===== config.mk =====
export PLATFORM = sky130hd
export DESIGN_NAME = uart_device_tx_driver
export DESIGN_NICKNAME = d
export VERILOG_FILES = /design/src/rtl/uart_device_tx_pkg.sv /design/src/rtl/uart_tx_fifo.sv /design/src/rtl/uart_device_tx_driver.sv
export SDC_FILE = /design/constraint.sdc
export NUM_CORES = 1
export LEC_CHECK = 0
export CORE_ASPECT_RATIO = 0.5
export CORE_MARGIN = 4
export CORE_UTILIZATION = 58
export DETAILED_ROUTE_END_ITERATION = 7
export GPL_ROUTABILITY_DRIVEN = 0
export PLACE_DENSITY = 0.81
export SYNTH_ARGS = -nofsm -noshare
export SYNTH_HDL_FRONTEND = slang
export SYNTH_HIERARCHICAL = 1
export SYNTH_SLANG_ARGS = --single-unit

===== constraint.sdc =====
create_clock -name clk -period 8.3 [get_ports clk]
set_input_delay 1.245 -clock clk [delete_from_list [all_inputs] [get_ports clk]]
set_output_delay 1.245 -clock clk [all_outputs]
set_load 0.01 [all_outputs]

===== src/rtl/uart_device_tx_pkg.sv =====
// Shared types and constants for the device-side UART transmit driver.
//   parity_mode_e : encoding of the parity_mode input (3 also means none)
//   tx_state_e    : transmit FSM states
package uart_device_tx_pkg;

  typedef enum logic [1:0] {
    NONE = 2'd0,
    EVEN = 2'd1,
    ODD  = 2'd2
  } parity_mode_e;

  typedef enum logic [2:0] {
    IDLE   = 3'd0,
    START  = 3'd1,
    DATA   = 3'd2,
    PARITY = 3'd3,
    STOP   = 3'd4
  } tx_state_e;

  localparam logic UART_TX_IDLE_LEVEL = 1'b1;

endpackage


===== src/rtl/uart_tx_fifo.sv =====
// Synchronous FIFO with registered occupancy count and full/empty flags.
//   clk, rst    : clock, synchronous active-high reset
//   push        : write push_data (caller guarantees !full)
//   pop         : advance read pointer (caller guarantees !empty)
//   pop_data_c  : head entry, combinational read
//   count       : occupied entries
//   full, empty : registered status flags
module uart_tx_fifo
  import uart_device_tx_pkg::*;
#(
  parameter int unsigned WIDTH = 8,
  parameter int unsigned DEPTH = 4
) (
  input  logic                       clk,
  input  logic                       rst,
  input  logic                       push,
  input  logic [WIDTH-1:0]           push_data,
  input  logic                       pop,
  output logic [WIDTH-1:0]           pop_data_c,
  output logic [$clog2(DEPTH):0]     count,
  output logic                       full,
  output logic                       empty
);

  localparam int unsigned PTR_W = $clog2(DEPTH);
  localparam int unsigned CNT_W = PTR_W + 1;

  logic [WIDTH-1:0] mem [DEPTH];
  logic [PTR_W-1:0] wr_ptr;
  logic [PTR_W-1:0] rd_ptr;
  logic [CNT_W-1:0] count_next_c;

  assign count_next_c = count + CNT_W'(push) - CNT_W'(pop);
  assign pop_data_c   = mem[rd_ptr];

  // Storage array carries no reset; stale entries are never read.
  always_ff @(posedge clk) begin
    if (push) begin
      mem[wr_ptr] <= push_data;
    end
  end

  // Pointers wrap naturally since DEPTH is a power of two.
  always_ff @(posedge clk) begin
    if (rst) begin
      wr_ptr <= '0;
      rd_ptr <= '0;
      count  <= '0;
      full   <= 1'b0;
      empty  <= 1'b1;
    end else begin
      if (push) begin
        wr_ptr <= wr_ptr + 1'b1;
      end
      if (pop) begin
        rd_ptr <= rd_ptr + 1'b1;
      end
      count <= count_next_c;
      full  <= (count_next_c == CNT_W'(DEPTH));
      empty <= (count_next_c == '0);
    end
  end

endmodule


===== src/rtl/uart_device_tx_driver.sv =====
// UART transmit engine: buffers proxy words in a FIFO and serialises them
// on tx as start / data (LSB first) / optional parity / 1-2 stop bits.
//   clk, rst     : clock, synchronous active-high reset
//   baud_div     : cycles per serial bit (0 behaves as 1), latched per frame
//   parity_mode  : 0/3 none, 1 even, 2 odd, latched per frame
//   stop_bits    : 0 one stop bit, 1 two, latched per frame
//   wr_valid/wr_data/wr_ready : proxy write handshake
//   tx           : registered serial output, idles high
//   busy         : frame in flight or FIFO non-empty
//   fifo_count   : occupied FIFO entries
module uart_device_tx_driver
  import uart_device_tx_pkg::*;
#(
  parameter int unsigned DATA_WIDTH = 8,
  parameter int unsigned FIFO_DEPTH = 4,
  parameter int unsigned DIV_WIDTH  = 16
) (
  input  logic                          clk,
  input  logic                          rst,
  input  logic [DIV_WIDTH-1:0]          baud_div,
  input  logic [1:0]                    parity_mode,
  input  logic                          stop_bits,
  input  logic                          wr_valid,
  input  logic [DATA_WIDTH-1:0]         wr_data,
  output logic                          wr_ready,
  output logic                          tx,
  output logic                          busy,
  output logic [$clog2(FIFO_DEPTH):0]   fifo_count
);

  localparam int unsigned CNT_W = $clog2(FIFO_DEPTH) + 1;
  localparam int unsigned BIT_W = $clog2(DATA_WIDTH + 1);

  tx_state_e               state;
  logic [DIV_WIDTH-1:0]    div_cnt;
  logic [DIV_WIDTH-1:0]    cfg_div_m1;
  logic [BIT_W-1:0]        bit_cnt;
  logic [DATA_WIDTH-1:0]   shift;
  logic                    par_acc;
  logic                    cfg_par_en;
  logic                    cfg_odd;
  logic                    cfg_two_stop;

  logic                    fifo_full;
  logic                    fifo_empty;
  logic [DATA_WIDTH-1:0]   fifo_data_c;

  logic                    push_c;
  logic                    pop_c;
  logic                    last_div_c;
  logic                    last_data_c;
  logic                    last_stop_c;
  logic [DIV_WIDTH-1:0]    eff_div_c;
  logic [CNT_W-1:0]        count_next_c;
  parity_mode_e            pmode_c;

  assign wr_ready     = !fifo_full;
  assign push_c       = wr_valid && !fifo_full;
  assign last_div_c   = (div_cnt == '0);
  assign last_data_c  = (bit_cnt == BIT_W'(DATA_WIDTH - 1));
  assign last_stop_c  = (bit_cnt == BIT_W'(cfg_two_stop));
  assign eff_div_c    = (baud_div == '0) ? DIV_WIDTH'(1) : baud_div;
  assign pmode_c      = parity_mode_e'(parity_mode);
  assign count_next_c = fifo_count + CNT_W'(push_c) - CNT_W'(pop_c);

  // Pop from IDLE, or on the final STOP cycle to chain frames without a gap.
  assign pop_c = !fifo_empty &&
                 ((state == IDLE) ||
                  ((state == STOP) && last_div_c && last_stop_c));

  uart_tx_fifo #(
    .WIDTH (DATA_WIDTH),
    .DEPTH (FIFO_DEPTH)
  ) u_fifo (
    .clk        (clk),
    .rst        (rst),
    .push       (push_c),
    .push_data  (wr_data),
    .pop        (pop_c),
    .pop_data_c (fifo_data_c),
    .count      (fifo_count),
    .full       (fifo_full),
    .empty      (fifo_empty)
  );

  // FSM, divider, bit counter, shifter and parity. tx follows state by one
  // cycle, so every bit on the line still lasts exactly one divisor period.
  always_ff @(posedge clk) begin
    if (rst) begin
      state        <= IDLE;
      div_cnt      <= '0;
      cfg_div_m1   <= '0;
      bit_cnt      <= '0;
      shift        <= '0;
      par_acc      <= 1'b0;
      cfg_par_en   <= 1'b0;
      cfg_odd      <= 1'b0;
      cfg_two_stop <= 1'b0;
      tx           <= UART_TX_IDLE_LEVEL;
      busy         <= 1'b0;
    end else begin
      busy <= (state != IDLE) || pop_c || (count_next_c != '0);

      case (state)
        START:   tx <= 1'b0;
        DATA:    tx <= shift[0];
        PARITY:  tx <= par_acc ^ cfg_odd;
        default: tx <= UART_TX_IDLE_LEVEL;
      endcase

      if (pop_c) begin
        cfg_div_m1   <= eff_div_c - 1'b1;
        cfg_par_en   <= (pmode_c == EVEN) || (pmode_c == ODD);
        cfg_odd      <= (pmode_c == ODD);
        cfg_two_stop <= stop_bits;
        div_cnt      <= eff_div_c - 1'b1;
        shift        <= fifo_data_c;
        par_acc      <= 1'b0;
        bit_cnt      <= '0;
        state        <= START;
      end else if (state != IDLE) begin
        if (!last_div_c) begin
          div_cnt <= div_cnt - 1'b1;
        end else begin
          div_cnt <= cfg_div_m1;
          case (state)
            START: begin
              bit_cnt <= '0;
              state   <= DATA;
            end
            DATA: begin
              par_acc <= par_acc ^ shift[0];
              shift   <= shift >> 1;
              if (last_data_c) begin
                bit_cnt <= '0;
                state   <= cfg_par_en ? PARITY : STOP;
              end else begin
                bit_cnt <= bit_cnt + 1'b1;
              end
            end
            PARITY: begin
              bit_cnt <= '0;
              state   <= STOP;
            end
            STOP: begin
              if (last_stop_c) begin
                state <= IDLE;
              end else begin
                bit_cnt <= bit_cnt + 1'b1;
              end
            end
            default: state <= IDLE;
          endcase
        end
      end
    end
  end

endmodule


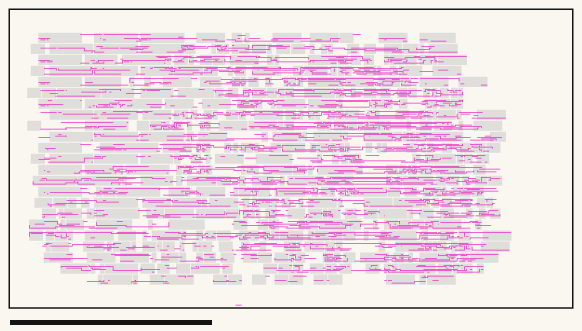
(metal 1)
The bar under the picture is 50 um long.
longest straight run: 37.3 um
nets with wire on the layer: 520

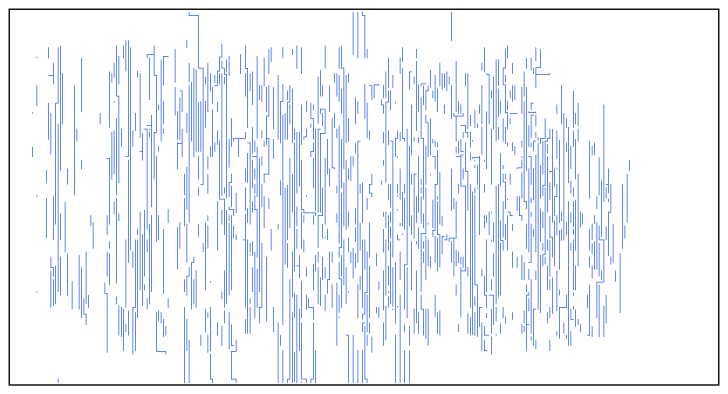
(met2 routing)
main direction: vertical
share of all routed wire: 45%
wire length on this layer: 5060 um
nets with wire on the layer: 442
longest straight run: 41.1 um

==> results_dict.tcl <==
# implementation run metrics
set metrics [dict create \
    highest_layer "met4" \
    nMultiInputCombCells 337 \
    ctsResizeCount 0 \
    p_sw_mw 0.772 \
    wl_per_cell_um 18.2 \
    final_cell_mix "dfxtp_1, nor2_1, clkdlybuf4s50_1" \
    area_delta_synth_final_pct 13.5 \
    fin_area_um2 5650 \
    crit_type "reg2reg" \
    met3_usage 0.0728 \
    mux_area_frac 0.0422 \
    setup_slack_ns 4.01 \
    cts-hold-fix-buffers 0 \
    p_clk_mw 0.406 \
    cts_root_buf "clkbuf_16" \
    postLayoutCoreUtil 0.691 \
    synth-xor-area-share 0.0485 \
    clock_sinks 96 \
    die_width_um 139 \
    powerSeq_mw 0.717 \
    flop_cell "dfxtp_1" \
    seqAreaFraction 0.397 \
    ys_chip_area_um2 4980 \
    worst_pin_slew_ns 0.863 \
    met1_length_um 5140 \
    drcViolationCount 0 \
    power_leader "combinational cells" \
    dp.cells 603 \
    row_count 23 \
    ys_seq_frac 0.450 \
    nClkBuffers 9 \
    path_buffers 4 \
    min_path_type "reg2reg" \
    max_freq_mhz 233 \
    run_status "completed" \
    final-clk-cell-share 0.0514 \
    grt_use_met2 0.364 \
    synth_nets 523 \
    core-area_um2 8170 \
    seq_cells 96 \
    ys_sh_simple 0.208 \
    cts_buffer_depth 2 \
    grt_start_max_net_pins 46 \
    yosys.area.top_type "dfxtp_1" \
    enable_flop_cells 32 \
    drv_cap 0 \
    avgViaCountPerCell 6.20 \
    warning_count 30 \
    dominant_cells "combinational gates" \
    post-route-min-period_ns 4.29 \
    netlist_instances 478 \
    cts_htree_levels 3 \
    pre_cts_slack_ns 4.07 \
    async_reset_ff_frac 0 \
    start_kind "flop" \
    ys_sh_aoi 0.169 \
    routed_wl_um 11300 \
    adder_share 0.0407 \
    synth.area.top_cells "dfxtp_1, edfxtp_1, mux4_2" \
    grt_pass1_vias 3632 \
    nFillCells 595 \
    wl_met3_um 899 \
    ys_types 77 \
    taps 112 \
    rsz0062_at_grt "no" \
    top_area_frac 0.257 \
    postSynthAreaPerCell_um2 10.4 \
    ant_nets 0 \
    ys_warn_count 6 \
    clkSlewWorstSetupHoldPaths_ns 0.07 \
    fin_setup_tns_ns 0 \
    grt.overflow.total 0 \
    drt-initial-drc-count 380 \
    top_cells_by_count "dfxtp_1, nor2_1, nand2_1, edfxtp_1, a21oi_1" \
    ys_ff 96 \
    cts_tree "built" \
    io_pins 36 \
    floorplan.core_util 0.609 \
    vias 3836 \
    whs_ns 0.471 \
    logic_area_um2 2530 \
    synth-cells-yosys 478 \
    crit_family "buffers and inverters" \
    critPathMaxFanout 45 \
    antenna_found_initial 0 \
    gr-max-usage-layer "met2" \
    cpPeakStageDelay_ns 0.70 \
    ir_drop_mv 0.199 \
    top_logic_kind "simple AND/OR/NAND/NOR gates" \
    cts_buffers 9 \
    hold_viol 0 \
    pg_comb_mw 0.798 \
    synth.most_common_cell "dfxtp_1" \
    diodes 0 \
    wl_met2_um 5060 \
    insertion_delay_ns 0.35 \
]
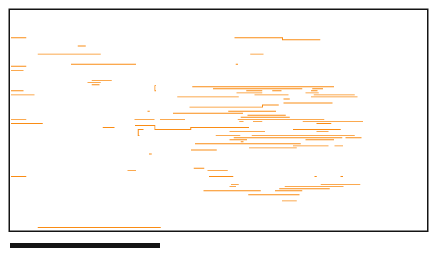
(signal wires on met3)
The bar under the picture is 50 um long.
longest straight run: 46.9 um
wire length on this layer: 899 um
nets with wire on the layer: 58

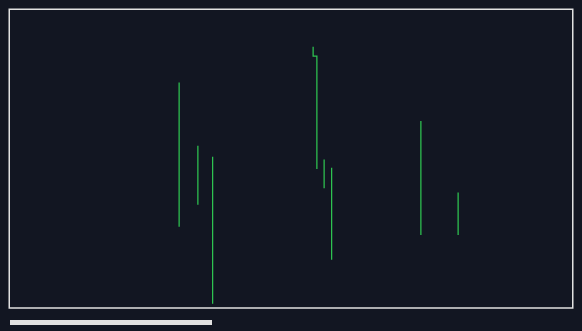
(metal 4)
The bar under the picture is 50 um long.
wire length on this layer: 184 um
longest straight run: 36.0 um
nets with wire on the layer: 6
main direction: vertical
share of all routed wire: 1.6%

sequential cells by signal, indices dropped and copies added (netlist names), 2 cells and up, named ones only:
register       cells
u_fifo/mem        32
cfg_div_m1        16
div_cnt           16
shift              8
bit_cnt            4
state              3
u_fifo/count       3
u_fifo/rd_ptr      2
u_fifo/wr_ptr      2
path summary, 6_finish.rpt:
check / start / cells after the start / to / slack, ns
hold reg to reg: cfg_odd / 2 / cfg_odd / 0.47
setup / recovery: state[2] / 12 / u_fifo/empty / 4.01
hold / removal: cfg_odd / 2 / cfg_odd / 0.47
setup reg to reg: state[2] / 12 / u_fifo/empty / 4.01
